### M1 wires, run 1

Supply wires on this layer in grey.
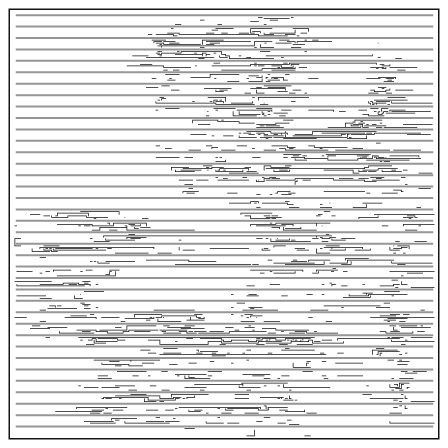
### Signal wires on met2, run 1

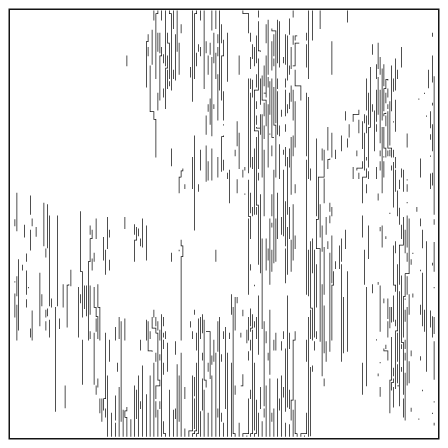
### Signal wires on met3, run 1

The bar under the picture is 20 microns long.
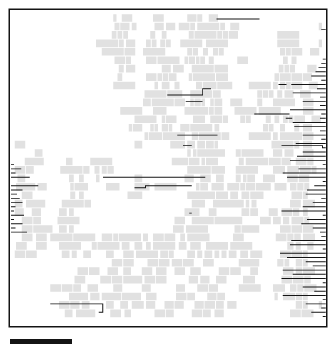
$ cat config.mk
export PLATFORM = sky130hd
export DESIGN_NAME = mem_fill_arbiter
export DESIGN_NICKNAME = d
export VERILOG_FILES = /design/src/rtl/mem_arb_pkg.sv /design/src/rtl/mem_fill_arbiter.sv
export SDC_FILE = /design/constraint.sdc
export NUM_CORES = 1
export LEC_CHECK = 0
export CORE_UTILIZATION = 24
export DETAILED_ROUTE_END_ITERATION = 10
export PLACE_DENSITY = 0.66
export SYNTH_ARGS = -nofsm -noshare
export SYNTH_HDL_FRONTEND = slang
export SYNTH_SLANG_ARGS = --single-unit
$ cat constraint.sdc
create_clock -name clk -period 1.5 [get_ports clk]
set_input_delay 0.3 -clock clk [delete_from_list [all_inputs] [get_ports clk]]
set_output_delay 0.3 -clock clk [all_outputs]
set_load 0.02 [all_outputs]
$ cat src/rtl/mem_arb_pkg.sv
// Shared types and defaults for the cache-fill / store arbiter onto main memory.
package mem_arb_pkg;

  typedef enum logic [1:0] {
    ST_IDLE  = 2'd0,
    ST_ISSUE = 2'd1,
    ST_DRAIN = 2'd2,
    ST_DONE  = 2'd3
  } state_t;

  localparam logic [15:0] BLOCK_MASK  = 16'hFFF0;
  localparam int          DEF_MEM_LAT = 4;
  localparam int          DEF_WORDS   = 8;

endpackage

$ cat src/rtl/mem_fill_arbiter.sv
// Arbitrates I-miss, D-miss and write-through stores onto one pipelined memory port
// and streams 8-word block fills back to the requesting cache.
//
// state | meaning
// IDLE  | stores pass through combinationally; misses accepted (d_wr > d_miss > i_miss)
// ISSUE | one block read issued per cycle, returns collected in parallel
// DRAIN | all reads issued, collecting remaining returns
// DONE  | one-cycle fill_done pulse to the owning cache
module mem_fill_arbiter
  import mem_arb_pkg::*;
#(
  parameter int MEM_LAT = DEF_MEM_LAT,
  parameter int WORDS   = DEF_WORDS
) (
  input  logic        clk,
  input  logic        rst_n,
  input  logic        i_miss,
  input  logic [15:0] i_miss_addr,
  input  logic        d_miss,
  input  logic [15:0] d_miss_addr,
  input  logic        d_wr,
  input  logic [15:0] d_wr_addr,
  input  logic [15:0] d_wr_data,
  output logic        mem_en,
  output logic        mem_wr,
  output logic [15:0] mem_addr,
  output logic [15:0] mem_wdata,
  input  logic [15:0] mem_rdata,
  input  logic        mem_valid,
  output logic [15:0] fill_data,
  output logic [2:0]  fill_word,
  output logic [15:0] fill_base,
  output logic        i_fill_we,
  output logic        d_fill_we,
  output logic        i_fill_done,
  output logic        d_fill_done,
  output logic        i_stall,
  output logic        d_stall
);

  localparam int CW = $clog2(WORDS);
  localparam int DW = $clog2(MEM_LAT + 1);
  localparam logic [CW-1:0] LAST = CW'(WORDS - 1);

  state_t        state, state_nxt;
  logic          own_d;
  logic [15:0]   base;
  logic [CW-1:0] icnt, rcnt;
  logic          rx_full;
  logic [DW-1:0] disc;
  logic          accept, rx;

  assign accept = (state == ST_IDLE) && !d_wr && (d_miss || i_miss);
  // Returns are dropped while reads issued before a reset may still be in flight.
  assign rx = ((state == ST_ISSUE) || (state == ST_DRAIN)) && mem_valid &&
              (disc == '0) && !rx_full;

  always_comb begin
    state_nxt = state;
    mem_en    = 1'b0;
    mem_wr    = 1'b0;
    mem_addr  = 16'h0000;
    mem_wdata = 16'h0000;
    case (state)
      ST_IDLE: begin
        if (d_wr) begin
          mem_en    = 1'b1;
          mem_wr    = 1'b1;
          mem_addr  = d_wr_addr;
          mem_wdata = d_wr_data;
        end else if (d_miss || i_miss) begin
          state_nxt = ST_ISSUE;
        end
      end
      ST_ISSUE: begin
        mem_en   = 1'b1;
        mem_addr = base + 16'({icnt, 1'b0});
        if (icnt == LAST) state_nxt = ST_DRAIN;
      end
      ST_DRAIN: if (rx_full) state_nxt = ST_DONE;
      ST_DONE:  state_nxt = ST_IDLE;
      default:  state_nxt = ST_IDLE;
    endcase
  end

  always_ff @(posedge clk) begin
    if (!rst_n) begin
      state     <= ST_IDLE;
      own_d     <= 1'b0;
      base      <= 16'h0000;
      icnt      <= '0;
      rcnt      <= '0;
      rx_full   <= 1'b0;
      disc      <= DW'(MEM_LAT);
      fill_data <= 16'h0000;
      fill_word <= 3'd0;
      i_fill_we <= 1'b0;
      d_fill_we <= 1'b0;
    end else begin
      state     <= state_nxt;
      i_fill_we <= 1'b0;
      d_fill_we <= 1'b0;
      if (disc != '0) disc <= disc - DW'(1);
      if (accept) begin
        own_d   <= d_miss;
        base    <= (d_miss ? d_miss_addr : i_miss_addr) & BLOCK_MASK;
        icnt    <= '0;
        rcnt    <= '0;
        rx_full <= 1'b0;
      end
      if (state == ST_ISSUE) icnt <= icnt + CW'(1);
      if (rx) begin
        fill_data <= mem_rdata;
        fill_word <= 3'(rcnt);
        i_fill_we <= ~own_d;
        d_fill_we <= own_d;
        rcnt      <= rcnt + CW'(1);
        if (rcnt == LAST) rx_full <= 1'b1;
      end
    end
  end

  assign fill_base   = base;
  assign i_fill_done = (state == ST_DONE) && !own_d;
  assign d_fill_done = (state == ST_DONE) && own_d;
  assign i_stall     = i_miss && !i_fill_done;
  assign d_stall     = (d_wr && (state != ST_IDLE)) || (d_miss && !d_fill_done);

endmodule
==> ci_impl_report.md, run 1 <==
### Flow metrics

| Metric | Value |
|---|---|
| Core Util at FP | `24.6%` |
| Number of failing setup endpoints in the final timing report | `40` |
| Number of buffers added by the clock tree synthesis step | `5` |
| Crit-path max FO | `17` |
| Worst reg2reg startpoint | `state[0]$_SDFFE_PN0P_` |
| Maximum frequency from static timing analysis | `0.539 GHz` |
| Drt wl/cell | `14.1 microns` |
| Distinct cells, synth | `32` |
| Outcome | `finished with violations` |
| Final critical path time including I/O delays and setup | `1.86 ns` |
| Net count, final | `542` |
| Standard cell core area | `9730 sq um` |
| Via density | `4.64` |
| GRT Resource Usage Total | `15.0%` |
| Leakage | `1.98 nW` |
| TritonCTS clock tree | `yes` |
| Sort of element at the start of the critical path | `register` |
| Post-route antenna net violation count | `0` |
| Final instance count without filler cells | `579` |
| Worst hold path type | `register to register` |
| Initial antenna violation count | `0` |
| Most frequent logic cells in the routed design | `77 x sky130_fd_sc_hd__clkdlybuf4s50_1, 44 x sky130_fd_sc_hd__dfxtp_1, 36 x sky130_fd_sc_hd__a21oi_1, 36 x sky130_fd_sc_hd__buf_4, 33 x sky130_fd_sc_hd__dlygate4sd2_1` |
| Synth async-reset ratio | `0%` |
| Share of cells above drive strength 1 | `25.6%` |
| Arrival time at the worst endpoint | `1.56 ns` |
| Maximum clock path buffer count | `2` |
| Ranking of synthesized cells by area | `sky130_fd_sc_hd__dfxtp_1 38%, sky130_fd_sc_hd__a21oi_1 7.5%, sky130_fd_sc_hd__mux2i_1 5.9%` |
| H-tree lvl count | `2` |
| Vert. Die Dim | `102 microns` |
| Gate count after technology mapping | `279` |
| Design Power | `5.75 mW` |
| Leading cell type in the layout, fill and taps excluded | `sky130_fd_sc_hd__clkdlybuf4s50_1` |
| Clock insertion delay at the later pin of the skew report | `0.31 ns` |
| DR DRC count | `0` |
| R2r endpoint | `state[0]$_SDFFE_PN0P_` |
| Die area | `10400 sq um` |
| Most used standard cells in the synthesized netlist | `46 x sky130_fd_sc_hd__dfxtp_1, 36 x sky130_fd_sc_hd__a21oi_1, 24 x sky130_fd_sc_hd__o21ai_0, 21 x sky130_fd_sc_hd__nand3_1, 17 x sky130_fd_sc_hd__and3_1` |
| Pin count of the biggest net entering global routing | `33` |
| Flop2flop setup slack | `-0.08 ns` |
| Library cell used as clock root buffer | `sky130_fd_sc_hd__clkbuf_8` |
| Endpoint type of the worst setup path | `output pin` |
| Sum of net half-perimeters after detailed placement | `6230 microns` |
| Prevailing post-synth register cell | `sky130_fd_sc_hd__dfxtp_1` |
| Unrepaired setup endpoints after global routing | `true` |
| Quantity of I/O buffers inserted on ports | `148` |
| Power per Cell Area | `1300 nW/um^2` |
| Library cell with the largest summed area after synthesis | `sky130_fd_sc_hd__dfxtp_1` |
| Number of iterations in the first detailed-routing pass | `4` |
| Area of the mapped netlist | `2390 sq um` |
| CP required | `1.20 ns` |
| Yosys stat cell total | `279` |
| Global placement routability congestion | `0.732` |
| Global-route wire length before repair | `12300 microns` |
| Maximum Capacitance Violations | `0` |
| Critical setup path kind | `register to output pin` |
| Clock skew after layout | `0.0123 ns` |
| Width of the die | `102 microns` |
| Final tally of max-slew violations | `0` |
| Count of flip-flops with a built-in enable after synthesis | `0` |
| Number of instances on the worst hold path | `2` |
| Failing checks | `setup timing` |
| Worst Slack Setup Final | `-0.356 ns` |
| Post-synthesis chip area from yosys | `2390 sq um` |
| Synthesized area divided by synthesized cell count | `8.58 sq um` |
| Sink count of the clock tree | `46` |
| Number of placed instances with taps included | `562` |
| CTS clk-pin slew, worst paths | `0.10 ns` |
| Layer carrying the most global-route usage | `met2` |
| Max VDD drop | `0.555 mV` |
| Hold_sp | `fill_word[0]$_SDFFE_PN0P_` |
| Most frequent cell after synthesis | `sky130_fd_sc_hd__dfxtp_1` |
| Number of failing hold endpoints at the final stage | `0` |
| Number of cell instances on the worst register-to-register path | `6` |
| Initial DRC count | `86` |
| Area growth, synth to finish | `85.3%` |
| Global route overflow | `0` |
| Yosys warning total | `0` |
| I/O pin count | `161` |
| Placement Rows | `36` |
| Global Route met3 Usage | `2.80%` |
| Stage-log warning count | `41` |
| Seq/Total Area, Yosys | `38.5%` |
| Share of the clock period used by the worst path after layout | `124%` |
| Met2 capacity usage during global routing | `29.1%` |
| Antenna cells | `0` |
| Via count of the first global-routing pass | `2526` |
| Cell area after layout | `4440 sq um` |
| Fraction of post-synthesis cell area in the top cell type by area | `38.5%` |
| WHS Endpoint | `fill_word[0]$_SDFFE_PN0P_` |
| Post-place instance area | `4250 sq um` |
| #FFs+latches synth | `46` |
| Met1 Track Usage GR | `16.6%` |
Notes on 'M1 wires' above:
- nets with wire on the layer: 444
- wire length on this layer: 3270 microns
- share of all routed wire: 40%

Notes on 'Signal wires on met2' above:
- nets with wire on the layer: 467
- main direction: vertical
- longest straight run: 32.8 microns
- wire length on this layer: 4290 microns
Via Count: 2688
final WL: 8190 microns

Notes on 'Signal wires on met3' above:
- wire length on this layer: 560 microns
- nets with wire on the layer: 86

run 1: worst max path at each step:
stage	slack, ns	cells after the start	endpoint	startpoint
after CTS	-0.38	7	mem_en	state[0]$_SDFFE_PN0P_
final	-0.36	7	mem_en	state[0]$_SDFFE_PN0P_
after global placement	-0.66	6	mem_addr[2]	d_wr
after detailed placement	-0.70	6	mem_addr[2]	d_wr
after floorplan	0.002	5	mem_addr[12]	state[1]$_SDFFE_PN0P_
after global routing	-0.40	7	mem_en	state[1]$_SDFFE_PN0P_
run 1: final cells by class:
| class | count | area, sq um |
|---|---|---|
| fill | 965 | 5290 |
| timing repair buffer | 185 | 1720 |
| multi-input combinational | 197 | 1490 |
| sequential | 46 | 923 |
| tap | 133 | 166 |
| clock buffer | 5 | 68.8 |
| inverter | 10 | 40.0 |
| clock inverter | 3 | 23.8 |
run 1: flip-flops by register name, indices dropped and copies added (netlist names):
name       count
fill_base     12
icnt           3
own_d          1
state          2
i_fill_we      1
fill_word      3
disc           3
d_fill_we      1
rx_full        1
fill_data     16
rcnt           3
run 1: report_power, final:
part | internal, mW | switching (mW) | leakage (nW)
clock | 0.334 | 0.458 | 0.0408
sequential | 1.42 | 0.152 | 0.376
combinational | 1.68 | 1.72 | 1.56
run 1: per-layer routing:
layer,routed length (microns),share of wire (%)
met5,0,0
met4,75,0.92
met3,559,6.8
met2,4290,52
met1,3270,40
run 1: critical path, stage by stage, from the launching register on:
cell                      delay (ns)
sky130_fd_sc_hd__dfxtp_2        0.37
sky130_fd_sc_hd__inv_2          0.06
sky130_fd_sc_hd__ha_4           0.17
sky130_fd_sc_hd__inv_4          0.06
sky130_fd_sc_hd__nor2_4         0.04
sky130_fd_sc_hd__buf_12         0.14
sky130_fd_sc_hd__or2_2          0.28
sky130_fd_sc_hd__buf_6          0.13
run 1: cells by family after synthesis:
kind of cell    after synthesis  synth area share [%]
mux                          14                  5.85
compound gates               98                  25.7
buf+inv                      39                  7.95
flops                        46                  38.5
other cells                   1                 0.157
simple gates                 69                  15.7
xor+xnor                      1                 0.366
fa+ha+maj                    11                  5.75
run 1: per-stage QoR:
step / util, % / setup TNS, ns / hold slack [ns] / setup slack (ns)
final: 45.6 / -10.41 / 0.481 / -0.356
after global routing: 45.6 / -12.86 / 0.501 / -0.404
after CTS: 44.7 / -10.71 / 0.481 / -0.377
after detailed placement: 43.7 / -30.82 / 0.469 / -0.697
after global placement: 43.7 / -29.65 / 0.460 / -0.661
after floorplan: - / 0 / 0.448 / 0.00189
run 1: what timing repair did:
item,in CTS,in global routing
pin swaps,4,1
setup endpoints to repair,85,61
resized,217,27
buffers inserted,5,2
cloned,0,2
hold buffers,0,0
==> inputs of run 2 (changes only) <==
--- a/config.mk
+++ b/config.mk
@@ -7,7 +7,8 @@
 export LEC_CHECK = 0
 export CORE_UTILIZATION = 24
 export DETAILED_ROUTE_END_ITERATION = 10
-export PLACE_DENSITY = 0.66
+export PLACE_DENSITY = 0.64
+export SETUP_SLACK_MARGIN = 0.5
 export SYNTH_ARGS = -nofsm -noshare
 export SYNTH_HDL_FRONTEND = slang
 export SYNTH_SLANG_ARGS = --single-unit
==> constraint.sdc (replaced) <==
create_clock -name clk -period 2 [get_ports clk]
set_input_delay 0.4 -clock clk [delete_from_list [all_inputs] [get_ports clk]]
set_output_delay 0.4 -clock clk [all_outputs]
set_load 0.02 [all_outputs]
### Logic cells by family, run 2

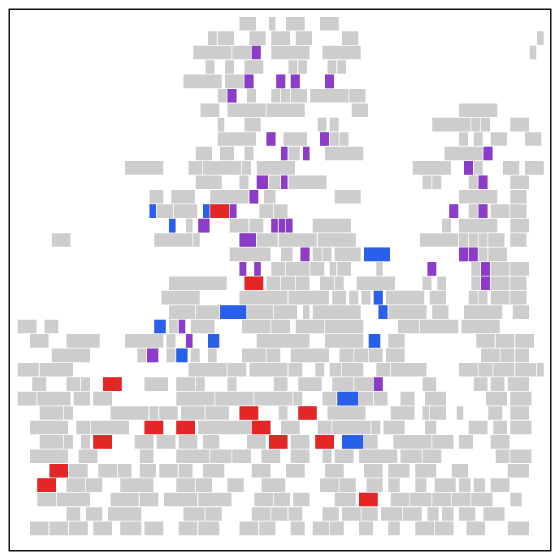
- NAND gates: purple (cells 36; most used nand3_1)
- NOR gates: blue (cells 13; most used nor2b_1)
- multiplexers: red (cells 14; most used mux2i_1)

==> run 2 against run 1 <==
  * The run now ends clean
  * Global-route usage grew 1.0 points
  * Combinational power shrank 19%
  * Sequential power shrank 24%
  * Critical path type unchanged
  * Routed wire length grew 3.3%
  * Critical path depth grew 1
  * Synthesized area is the same
  * Final cell count shrank 0.35%
  * Critical endpoint unchanged
  * Clock skew shrank 0.00069 ns
==> ci_impl_report.md, run 2 <==
### Flow metrics

| Metric | Value |
|---|---|
| Worst Slack Setup Final | `0.00213 ns (+0.358 ns)` |
| Number of cell instances on the worst register-to-register path | `6 (unchanged)` |
| Die area | `10400 sq um (unchanged)` |
| Number of failing hold endpoints at the final stage | `0 (unchanged)` |
| Library cell used as clock root buffer | `sky130_fd_sc_hd__clkbuf_8` |
| Number of iterations in the first detailed-routing pass | `4 (unchanged)` |
| Number of buffers added by the clock tree synthesis step | `5 (unchanged)` |
| Largest delay share family, worst path | `buffers and inverters` |
| Unrepaired setup endpoints after global routing | `true` |
| Buffers plus inverters on the worst setup path | `5 (+1)` |
| Chain of cells forming the critical path | `inv_4 -> ha_4 -> inv_4 -> nor2_4 -> buf_12 -> buf_16 -> or2_4 -> buf_6` |
| Cell occurring most often along the worst timing path | `sky130_fd_sc_hd__inv_4` |
| Fraction of post-synthesis cell area in the top cell type by area | `38.5% (unchanged)` |
| Standard cell core area | `9730 sq um (unchanged)` |
| Global placement routability congestion | `0.761 (+3.9%)` |
| Via count of the first global-routing pass | `2571 (+1.8%)` |
| Clock skew after layout | `0.0116 ns (-0.000687 ns)` |
| Maximum frequency from static timing analysis | `0.501 GHz` |
| Prevailing post-synth register cell | `sky130_fd_sc_hd__dfxtp_1` |
| GRT Resource Usage Total | `16.0% (+1.0 points)` |
| Placement Rows | `36 (unchanged)` |
| Synth async-reset ratio | `0% (unchanged)` |
| Share of cells above drive strength 1 | `28.6% (+3.0 points)` |
| Vert. Die Dim | `102 microns (unchanged)` |
| Initial antenna violation count | `0 (unchanged)` |
| R2r endpoint | `state[0]$_SDFFE_PN0P_` |
| Width of the die | `102 microns (unchanged)` |
| Quantity of I/O buffers inserted on ports | `148 (unchanged)` |
| Max FFs per register | `16 (unchanged)` |
| Library cell with the largest summed area after synthesis | `sky130_fd_sc_hd__dfxtp_1` |
| Most used standard cells in the synthesized netlist | `46 x sky130_fd_sc_hd__dfxtp_1, 36 x sky130_fd_sc_hd__a21oi_1, 24 x sky130_fd_sc_hd__o21ai_0, 21 x sky130_fd_sc_hd__nand3_1, 17 x sky130_fd_sc_hd__and3_1` |
| Via density | `4.70 (+1.2%)` |
| Arrival time at the worst endpoint | `1.60 ns (+0.04 ns)` |
| Antenna cells | `0 (unchanged)` |
| Global route overflow | `0 (unchanged)` |
| Sink count of the clock tree | `46 (unchanged)` |
| Crit-path max FO | `8 (-9)` |
| Stage-log warning count | `42 (+2.4%)` |
| Max VDD drop | `0.426 mV (-23%)` |
| Leakage | `1.98 nW (+0.40%)` |
| Sum of net half-perimeters after detailed placement | `6080 microns (-2.5%)` |
| Most frequent logic cells in the routed design | `75 x sky130_fd_sc_hd__clkdlybuf4s50_1, 44 x sky130_fd_sc_hd__dfxtp_1, 36 x sky130_fd_sc_hd__a21oi_1` |
| Master of the slowest instance on the critical path | `sky130_fd_sc_hd__dfxtp_2` |
| Sort of element at the start of the critical path | `register` |
| Post-synthesis chip area from yosys | `2390 sq um (unchanged)` |
| Worst reg2reg startpoint | `state[0]$_SDFFE_PN0P_` |
| CP peak stage delay | `0.36 ns (about the same)` |
| Pin count of the biggest net entering global routing | `27 (-18%)` |
| Ranking of synthesized cells by area | `sky130_fd_sc_hd__dfxtp_1 38%, sky130_fd_sc_hd__a21oi_1 7.5%, sky130_fd_sc_hd__mux2i_1 5.9%` |
| DR DRC count | `0 (unchanged)` |
| Final tally of max-slew violations | `0 (unchanged)` |
| Gate count after technology mapping | `279 (unchanged)` |
| CP required | `1.60 ns (+0.40 ns)` |
| Distinct cells, synth | `32 (unchanged)` |
| Maximum Capacitance Violations | `0 (unchanged)` |
| Drt wl/cell | `14.7 microns (+3.7%)` |
| H-tree lvl count | `2 (unchanged)` |
| Share of the clock period used by the worst path after layout | `99.9%` |
| Flop2flop setup slack | `0.47 ns (+0.55 ns)` |
| Outcome | `complete, no violations` |
| Most frequent cell after synthesis | `sky130_fd_sc_hd__dfxtp_1` |
| Register bank with the most flops | `fill_data` |
| Global-route wire length before repair | `13000 microns (+5.5%)` |
| Maximum clock path buffer count | `2 (unchanged)` |
| Final critical path time including I/O delays and setup | `2.00 ns` |
| Count of flip-flops with a built-in enable after synthesis | `0 (unchanged)` |
| Number of instances on the worst hold path | `2 (unchanged)` |
| Endpoint type of the worst setup path | `output pin` |
| CTS clk-pin slew, worst paths | `0.10 ns (about the same)` |
| Yosys stat cell total | `279 (unchanged)` |
| Seq/Total Area, Yosys | `38.5% (unchanged)` |
| Initial DRC count | `87 (+1.2%)` |
| Hold_sp | `fill_data[4]$_SDFFE_PN0P_` |
| Design Power | `4.64 mW (-19%)` |
| Core Util at FP | `24.6% (unchanged)` |
### Signal wires on met3, run 2

The bar under the picture is 20 microns long.
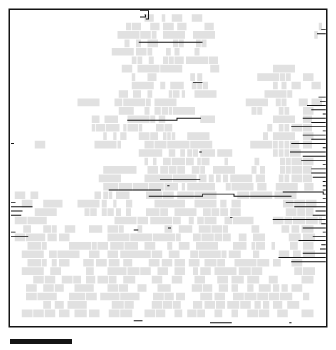
- wire length on this layer: 389 microns
- main direction: horizontal
- share of all routed wire: 4.6%
Global Route met3 Usage: 3.21%
final WL: 8460 microns
Via Count: 2710

run 2: logic make-up (layout without fill, tap and decap cells):
kind of cell	Yosys count	count (layout)	synth area share, %
AND-OR/OR-AND	98	98	25.7
XOR/XNOR	1	1	0.366
adder cells (fa/ha/maj)	11	11	5.75
buffers and inverters	39	201	7.95
flip-flops	46	46	38.5
multiplexers	14	14	5.85
other	1	4	0.157
AND/OR/NAND/NOR	69	69	15.7
run 2: how the worst max path moves through the flow:
stage	cells past startpoint	slack, ns	from	to
after floorplan	6	0.46	state[0]$_SDFFE_PN0P_	mem_addr[12]
after global placement	6	-0.36	d_wr	mem_addr[5]
after detailed placement	6	-0.39	d_wr	mem_en
after CTS	8	0.01	state[1]$_SDFFE_PN0P_	mem_en
after global routing	8	-0.06	state[0]$_SDFFE_PN0P_	mem_addr[5]
final	8	0.002	state[1]$_SDFFE_PN0P_	mem_en
run 2: timing repair:
action,CTS,global route
cloned,1,0
buffers inserted,6,6
resized,204,32
hold buffers,0,0
pin swaps,6,7
setup endpoints to repair,90,63
run 2: report_power, final:
| group | total [mW] | switching, mW | internal, mW |
|---|---|---|---|
| Combinational | 2.74 | 1.35 | 1.39 |
| Sequential | 1.19 | 0.124 | 1.06 |
| Clock | 0.717 | 0.341 | 0.375 |
| Total | 4.64 | 1.81 | 2.82 |
run 2: area by class of cell:
class / instances / area (sq um)
clock buffer: 5 / 68.8
clock inverter: 3 / 43.8
fill: 951 / 5150
inverter: 10 / 42.5
multi-input combinational: 197 / 1520
sequential: 46 / 923
tap: 133 / 166
timing repair buffer: 183 / 1810
run 2: per-layer routing:
| layer | routed length (microns) | vias up | global-route usage (%) | part of all wire, % |
|---|---|---|---|---|
| li1 | - | 1328 | - | - |
| met1 | 3640 | 1300 | 19.4 | 43 |
| met2 | 4300 | 72 | 29.1 | 51 |
| met3 | 389 | 10 | 3.21 | 4.6 |
| met4 | 126 | 0 | 3.85 | 1.5 |
| met5 | 0 | - | 0 | 0 |
run 2: per-stage QoR:
stage / hold WS [ns] / util [%] / cells / instance area, sq um / setup TNS (ns)
after floorplan: 0.448 / - / 282 / 2540 / 0
after global placement: 0.459 / 43.4 / 556 / 4220 / -12.01
after detailed placement: 0.466 / 43.4 / 556 / 4220 / -12.96
after CTS: 0.477 / 45.2 / 571 / 4400 / 0
after global routing: 0.509 / 47.0 / 577 / 4580 / -0.411
final: 0.475 / 47.0 / 577 / 4580 / 0
run 2: worst reg2reg max path: stages (launching register included):
cell	delay (ns)
sky130_fd_sc_hd__dfxtp_2	0.34
sky130_fd_sc_hd__buf_4	0.14
sky130_fd_sc_hd__ha_2	0.19
sky130_fd_sc_hd__buf_12	0.16
sky130_fd_sc_hd__nor2b_4	0.15
sky130_fd_sc_hd__a221o_1	0.31
sky130_fd_sc_hd__a211oi_2	0.18
No activity file was given, so power comes from the tool's default toggle rates.
